$ cat src/rtl/irs_pkg.sv
// Shared helpers for the credit sink: counter width derivation and DEPTH legality.
package irs_pkg;

    localparam int IRS_DEPTH_MIN = 1;
    localparam int IRS_DEPTH_MAX = 64;

    // Occupancy and credit counters must hold the value DEPTH itself.
    function automatic int irs_cnt_w(input int depth);
        return $clog2(depth + 1);
    endfunction

    function automatic bit irs_depth_legal(input int depth);
        return (depth >= IRS_DEPTH_MIN) && (depth <= IRS_DEPTH_MAX);
    endfunction

endpackage

$ cat src/rtl/irs_crd_fifo.sv
// Synchronous FIFO, DEPTH entries (any DEPTH), unregistered head read; 1-cycle push-to-visible.
// No internal protection: the caller must never push when full without a pop, nor pop when empty.
module irs_crd_fifo
    import irs_pkg::*;
#(
    parameter int PYLD_W = 1,
    parameter int DEPTH  = 4,
    parameter int CNT_W  = 3
) (
    input  logic              clk,
    input  logic              rst,
    input  logic              i_push,
    input  logic [PYLD_W-1:0] i_push_dat,
    input  logic              i_pop,
    output logic [PYLD_W-1:0] o_head_dat,
    output logic [CNT_W-1:0]  o_level,
    output logic              o_vld
);

    localparam int PTR_W = (DEPTH > 1) ? $clog2(DEPTH) : 1;

    logic [PYLD_W-1:0] r_mem [DEPTH];
    logic [PTR_W-1:0]  r_wptr;
    logic [PTR_W-1:0]  r_rptr;
    logic [CNT_W-1:0]  r_level;
    logic [PTR_W-1:0]  w_wptr_nxt;
    logic [PTR_W-1:0]  w_rptr_nxt;

    // Wrap by comparison so non-power-of-two depths never touch unused slots.
    function automatic logic [PTR_W-1:0] ptr_inc(input logic [PTR_W-1:0] p);
        return (p == PTR_W'(DEPTH - 1)) ? '0 : p + PTR_W'(1);
    endfunction

    assign w_wptr_nxt = ptr_inc(r_wptr);
    assign w_rptr_nxt = ptr_inc(r_rptr);

    always_ff @(posedge clk) begin
        if (i_push) begin
            r_mem[r_wptr] <= i_push_dat;
        end
    end

    always_ff @(posedge clk) begin
        if (rst) begin
            r_wptr  <= '0;
            r_rptr  <= '0;
            r_level <= '0;
        end else begin
            if (i_push) begin
                r_wptr <= w_wptr_nxt;
            end
            if (i_pop) begin
                r_rptr <= w_rptr_nxt;
            end
            case ({i_push, i_pop})
                2'b10:   r_level <= r_level + CNT_W'(1);
                2'b01:   r_level <= r_level - CNT_W'(1);
                default: r_level <= r_level;
            endcase
        end
    end

    assign o_head_dat = r_mem[r_rptr];
    assign o_level    = r_level;
    assign o_vld      = (r_level != '0);

endmodule

$ cat src/rtl/irs_credit_sink.sv
// Credit-return terminator for a no-ready pipeline: buffers every beat, returns one credit per freed slot.
// Push visible 1 cycle later; credits registered, one per cycle; a beat arriving with no free slot is dropped and sets ovf_o.
module irs_credit_sink
    import irs_pkg::*;
#(
    parameter int  PYLD_W = 1,
    parameter int  DEPTH  = 4,
    localparam int CNT_W  = irs_cnt_w(DEPTH)
) (
    input  logic              clk,
    input  logic              rst,
    input  logic              valid_i,
    input  logic [PYLD_W-1:0] payload_i,
    output logic              valid_o,
    input  logic              ready_i,
    output logic [PYLD_W-1:0] payload_o,
    output logic              credit_o,
    output logic [CNT_W-1:0]  level_o,
    output logic              ovf_o
);

    if (!irs_depth_legal(DEPTH)) begin : g_depth_chk
        $fatal(1, "irs_credit_sink: DEPTH must lie in 1..64");
    end

    logic              w_vld;
    logic              w_full;
    logic              w_pop;
    logic              w_push_acc;
    logic              w_drop;
    logic [CNT_W-1:0]  w_level;
    logic [CNT_W-1:0]  w_owed_eff;
    logic [PYLD_W-1:0] w_head_dat;

    logic [CNT_W-1:0]  r_owed;
    logic              r_credit;
    logic              r_ovf;

    assign w_full     = (w_level == CNT_W'(DEPTH));
    assign w_pop      = w_vld && ready_i;
    // A pop in the same cycle frees the slot the incoming beat needs.
    assign w_push_acc = valid_i && (!w_full || w_pop);
    assign w_drop     = valid_i && w_full && !w_pop;
    assign w_owed_eff = r_owed + CNT_W'(w_pop);

    irs_crd_fifo #(
        .PYLD_W (PYLD_W),
        .DEPTH  (DEPTH),
        .CNT_W  (CNT_W)
    ) u_fifo (
        .clk        (clk),
        .rst        (rst),
        .i_push     (w_push_acc),
        .i_push_dat (payload_i),
        .i_pop      (w_pop),
        .o_head_dat (w_head_dat),
        .o_level    (w_level),
        .o_vld      (w_vld)
    );

    // Reset loads the full pool as owed, which produces the initial grant.
    always_ff @(posedge clk) begin
        if (rst) begin
            r_owed   <= CNT_W'(DEPTH);
            r_credit <= 1'b0;
            r_ovf    <= 1'b0;
        end else begin
            if (w_owed_eff != '0) begin
                r_credit <= 1'b1;
                r_owed   <= w_owed_eff - CNT_W'(1);
            end else begin
                r_credit <= 1'b0;
                r_owed   <= w_owed_eff;
            end
            if (w_drop) begin
                r_ovf <= 1'b1;
            end
        end
    end

    always_ff @(posedge clk) begin
        if (!rst) begin
            assert (({1'b0, r_owed} + {1'b0, w_level}) <= (CNT_W + 1)'(DEPTH));
        end
    end

    assign valid_o   = w_vld;
    assign payload_o = w_head_dat;
    assign credit_o  = r_credit;
    assign level_o   = w_level;
    assign ovf_o     = r_ovf;

endmodule

$ cat config.mk
export PLATFORM = sky130hd
export DESIGN_NAME = irs_credit_sink
export DESIGN_NICKNAME = d
export VERILOG_FILES = /design/src/rtl/irs_pkg.sv /design/src/rtl/irs_crd_fifo.sv /design/src/rtl/irs_credit_sink.sv
export SDC_FILE = /design/constraint.sdc
export NUM_CORES = 1
export LEC_CHECK = 0
export ABC_AREA = 1
export CORE_MARGIN = 8
export CORE_UTILIZATION = 30
export DETAILED_ROUTE_END_ITERATION = 8
export GPL_TIMING_DRIVEN = 0
export SYNTH_ARGS = -nofsm -noshare
export SYNTH_HDL_FRONTEND = slang
export SYNTH_SLANG_ARGS = --single-unit
export TNS_END_PERCENT = 50
$ cat constraint.sdc
create_clock -name clk -period 3.3 [get_ports clk]
set_input_delay 0.33 -clock clk [delete_from_list [all_inputs] [get_ports clk]]
set_output_delay 0.33 -clock clk [all_outputs]
set_load 0.05 [all_outputs]
==> out/results.md, run 1 <==
| Item | Reported | Unit |
|:---|:---|:---|
| Result of the run | complete, no violations | - |
| Hold Crit Depth | 1 | - |
| Number of multi-input combinational cells | 63 | - |
| Peak per-stage delay on the critical path | 480 | ps |
| ANT nets after route | 0 | - |
| Clock tree cell share of total cell area | 0.0328 | - |
| Hold-fix buffers at CTS | 0 | - |
| Start-to-end type of the worst setup path | primary input to flip-flop | - |
| Combinational share of cell area | 0.400 | - |
| Post-detailed-placement half-perimeter wirelength | 1230 | µm |
| Non-clock buffer contribution to total cell area | 0.0997 | - |
| Setup TNS Final | 0 | ps |
| Largest delay contributor family on the critical path | adder cells | - |
| Vias in the first global route | 656 | - |
| Worst Path Arrival | 2310 | ps |
| Average wire per standard cell | 10.1 | µm |
| Max-Slew Margin vs Limit | 0.666 | - |
| Number of H-tree branching levels | 1 | - |
| Timing-limited maximum frequency | 471 | MHz |
| Yosys top cell by instances | sky130_fd_sc_hd__inv_1 | - |
| Vert. Die Dim | 71.3 | µm |
| Effective utilization at floorplan | 0.308 | - |
| Share of synthesized registers carrying an async set or reset | 0 | - |
| Synth Area per Inst | 9.08 | µm² |
| XORs/XNORs by Area | 0.00955 | - |
| Number of buffers on the longest clock path | 2 | - |
| Highest ir drop seen on vdd | 0.000242 | V |
| Global placement routability congestion | 0.722 | - |
| Chip area | 5080 | µm² |
| Leakage Power | 0.512 | nW |
| Final std cells w/o fill | 149 | - |
| Predominant post-synthesis flop cell | sky130_fd_sc_hd__dfxtp_1 | - |
| Distinct cells, synth | 24 | - |
| Tap Count | 33 | - |
| Gate count after technology mapping | 101 | - |
| Cells traversed along the worst timing path | clkdlybuf4s50_1 -> inv_1 -> a21oi_4 -> ha_1 -> ha_1 -> inv_1 -> ha_1 -> inv_1 -> ha_1 -> or2_2 | - |
| Hold path startpoint | ovf_o | - |
| Fin nets | 134 | - |
| Final setup slack of the worst path | 1180 | ps |
| Antenna diodes | 0 | - |
| Synthesized area | 917 | µm² |
| Yosys stat cell total | 101 | - |
| Clock slew seen by the registers of the worst setup and hold paths | 100 | ps |
| Most numerous logic cell after layout | sky130_fd_sc_hd__inv_1 | - |
| Maximum number of pins on one net before global-route repair | 11 | - |
| Number of buffers other than clock buffers in the final layout | 11 | - |
| Total count of hold-check failures in the final report | 0 | - |
| Count of clock-net buffers in the final layout | 4 | - |
| Synthesized net count | 118 | - |
| Most instantiated logic cells after routing | sky130_fd_sc_hd__inv_1, sky130_fd_sc_hd__nor2_1, sky130_fd_sc_hd__dfxtp_1 | - |
| Largest logic family | simple AND/OR/NAND/NOR gates | - |
| Cell at the root of the clock tree | sky130_fd_sc_hd__clkbuf_4 | - |
| Die extent in x | 71.3 | µm |
| Fraction of layout cells with a size suffix above 1 | 0.129 | - |
| Average via count per standard cell | 4.46 | - |
| Final setup fails | 0 | - |
| Post-placement worst setup slack | 863 | ps |
| Remaining DRCs | 0 | - |
| Dominant cells by area after synthesis | sky130_fd_sc_hd__dfxtp_1, sky130_fd_sc_hd__ha_1, sky130_fd_sc_hd__edfxtp_1 | - |
| Iteration-0 DRC Markers | 57 | - |
| Time the final worst path needs with I/O delays and setup | 2120 | ps |
| Grt total ovfl | 0 | - |
| Adder-cell share of the synthesized area | 0.172 | - |
| Number of warnings reported in the yosys synthesis log | 0 | - |
| Number of maximum-capacitance constraint violations | 0 | - |
| Area added between synthesis and finish | 20.5 | % |
| Total power density per cell area | 694 | nW/µm² |
| Most frequent cell on the critical path | sky130_fd_sc_hd__ha_1 | - |
| Top cells by instance count after synthesis | sky130_fd_sc_hd__inv_1, sky130_fd_sc_hd__nor2_1, sky130_fd_sc_hd__dfxtp_1 | - |
| Launching element of the worst setup path | ready_i | - |
| Reg2Reg Launch Point | u_fifo.o_level[2] | - |
| Via count | 665 | - |
| Count of buffers added by post-CTS timing repair for setup | 0 | - |
| WP data required | 3490 | ps |
| Crit-path slowest cell | sky130_fd_sc_hd__clkdlybuf4s50_1 | - |
| CTS-repair resized insts | 0 | - |
| Instance count after placement with tap cells included | 145 | - |
| Post-synth top area share | 0.306 | - |
==> run 1: where the power goes <==
group,total (mW),internal (mW),switching [mW]
registers,0.297,0.270,0.0267
logic,0.334,0.123,0.211
clock network,0.136,0.0672,0.0688
==> run 1: metrics by stage <==
step	power, mW	area [µm²]	util
after global routing	0.832	1100	0.371
after global placement	0.629	1070	0.359
after detailed placement	0.642	1070	0.359
after floorplan	0.555	917	-
final	0.767	1100	0.371
after CTS	0.780	1100	0.371
==> run 1: per-layer routing <==
| metal | up-vias | track usage | part of all wire |
|---|---|---|---|
| met5 | - | 0 | 0 |
| met4 | 0 | 0.0346 | 0.015 |
| met3 | 2 | 0.0153 | 0.029 |
| met2 | 7 | 0.110 | 0.48 |
| met1 | 306 | 0.0704 | 0.47 |
| li1 | 350 | - | - |
Figure 1. Wiring heat map (run 1).
Bar = 20 µm. 14 x 14 tiles, from dark blue (low) to red (high), scaled to the fullest tile. Values are wire area over tile area, all layers added.
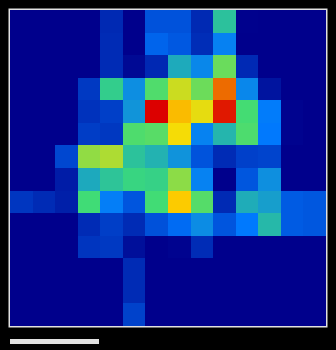
tiles over half the peak	11%
densest ninth of the die	center
fullest tile	0.31
Detailed Route WL: 1500 µm
Total GRT Usage: 0.0639

Figure 2. Sequential cells colored by netlist name (run 1).
Bar = 20 µm. Other sequential cells in the stronger gray, the rest of the logic in the fainter gray.
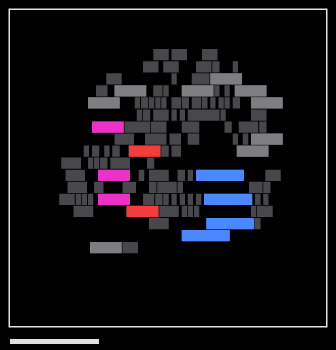
color	signal	sequential cells
red	`u_fifo.r_wptr`	2
blue	`u_fifo.r_mem`	4
magenta	`r_owed`	3
final standard cell utilization of the core: 0.371
register area: 400 µm²
sequential share of cell area: 0.362

Figure 3. Clock routing (run 1).
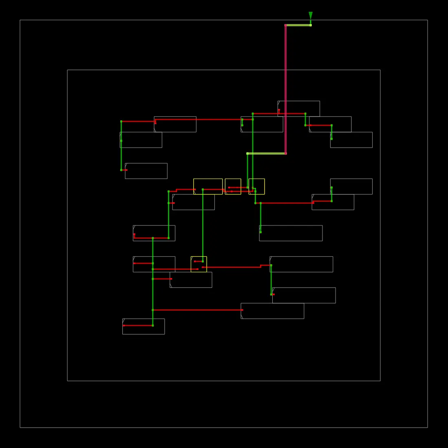
total clock network power: 136 µW
number of clock buffers inserted by TritonCTS: 3
source-to-sink clock delay at the later pin of the worst-skew pair: 290 ps

==> inputs of run 2 (changes only) <==
Clock period 3.3 ns to 2.1 ns, I/O delays scaled along.
==> run 2 against run 1 <==
  * Core utilization is essentially flat
  * Cell count grew 0.67%
  * Design area grew 0.11%
  * Sequential share of layout area grew 0.30 points
  * Routed wire length shrank 3.9%
  * Critical path depth is the same
  * Sequential power grew 58%
  * Clock power grew 23%
  * Clock skew is essentially flat
  * First-iteration DRC count shrank 68%
==> out/results.md, run 2 <==
| Item | Reported | Unit |
|:---|:---|:---|
| Average via count per standard cell | 4.38 | - |
| Predominant post-synthesis flop cell | sky130_fd_sc_hd__dfxtp_1 | - |
| Tap Count | 33 | - |
| Time the final worst path needs with I/O delays and setup | 2000 | ps |
| Result of the run | complete, no violations | - |
| Antenna diodes | 0 | - |
| ANT nets after route | 0 | - |
| Total power density per cell area | 1060 | nW/µm² |
| Fraction of layout cells with a size suffix above 1 | 0.154 | - |
| Largest delay contributor family on the critical path | adder cells | - |
| Fraction of power spent switching nets | 0.404 | - |
| Post-synth top area share | 0.306 | - |
| Global placement routability congestion | 0.743 | - |
| Most instantiated logic cells after routing | sky130_fd_sc_hd__inv_1, sky130_fd_sc_hd__nor2_1, sky130_fd_sc_hd__ha_1, sky130_fd_sc_hd__dfxtp_1, sky130_fd_sc_hd__clkdlybuf4s50_1 | - |
| Combinational group power | 531 | µW |
| Clock slew seen by the registers of the worst setup and hold paths | 90 | ps |
| GR Util met3 | 0.0265 | - |
| Number of H-tree branching levels | 1 | - |
| Final setup fails | 0 | - |
| Largest power group | combinational logic | - |
| Clk pwr share | 0.143 | - |
| Non-clock buffer contribution to total cell area | 0.106 | - |
| Fin nets | 135 | - |
| Setup TNS Final | 0 | ps |
| Most frequent cell on the critical path | sky130_fd_sc_hd__ha_1 | - |
| Met1 Use GR | 0.0621 | - |
| Launching element of the worst setup path | ready_i | - |
| Reg2Reg Launch Point | u_fifo.o_level[2] | - |
| Number of buffers other than clock buffers in the final layout | 12 | - |
| Final total power | 1.17 | mW |
| Sequential group power | 470 | µW |
| WP data required | 2280 | ps |
| Hold path startpoint | ovf_o | - |
| Instance count after placement with tap cells included | 145 | - |
| Register area | 404 | µm² |
==> run 2: netlist changes by cell type in the layout (fill, tap and decap cells not counted), sizes merged <==
| cell | before | now |
|---|---|---|
| clkinv | 0 | 1 |
| buf | 0 | 1 |
| clkbuf | 4 | 3 |
==> run 2: cells by family (layout without fill, tap and decap cells) <==
logic type,Yosys count,after routing,share of synthesized area
xor+xnor,1,1,0.00955
compound gates,17,17,0.117
simple gates,33,33,0.183
flops,18,18,0.437
fa+ha+maj,12,12,0.172
buf+inv,20,36,0.0819
==> run 2: what timing repair did <==
item | CTS | global route
hold buffers | 0 | 0
setup buffers | 0 | 1
endpoints found under the setup margin | 0 | 1
resized | 0 | 0
Figure 4. Wiring heat map (run 2).
Bar = 20 µm. 14 x 14 tiles, from dark blue (low) to red (high), scaled to the fullest tile. Values are wire area over tile area, all layers added.
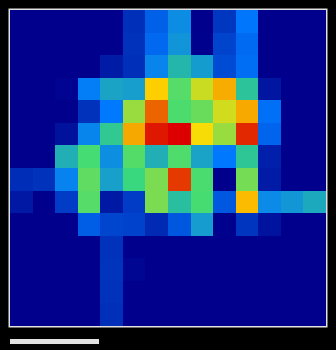
nearly empty tiles	54%
fullest tile	0.27
tiles over half the peak	14%
mean over tiles	0.044
emptiest ninth of the die	lower right
Detailed Route WL: 1440 µm
average wire per standard cell: 9.60 µm

Figure 5. Pin placement (run 2).
Bar = 20 µm. Pins as bars across the die edge, other pins in gray.
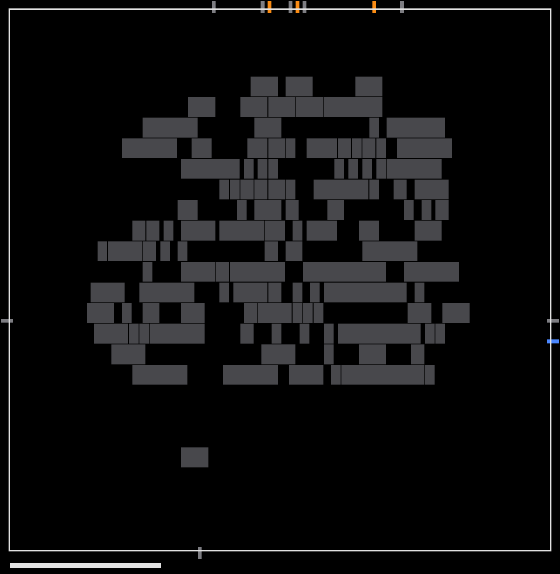
color	port	pins	direction	edge
blue	`payload_i`	1	input	right
orange	`level_o`	3	output	top
all pins by edge	8 top, 2 right, 1 bottom, 1 left
Vert. Die Dim: 71.3 µm
die extent in x: 71.3 µm
Port-buffer cells: 11

Power and IR drop assume default switching activity.
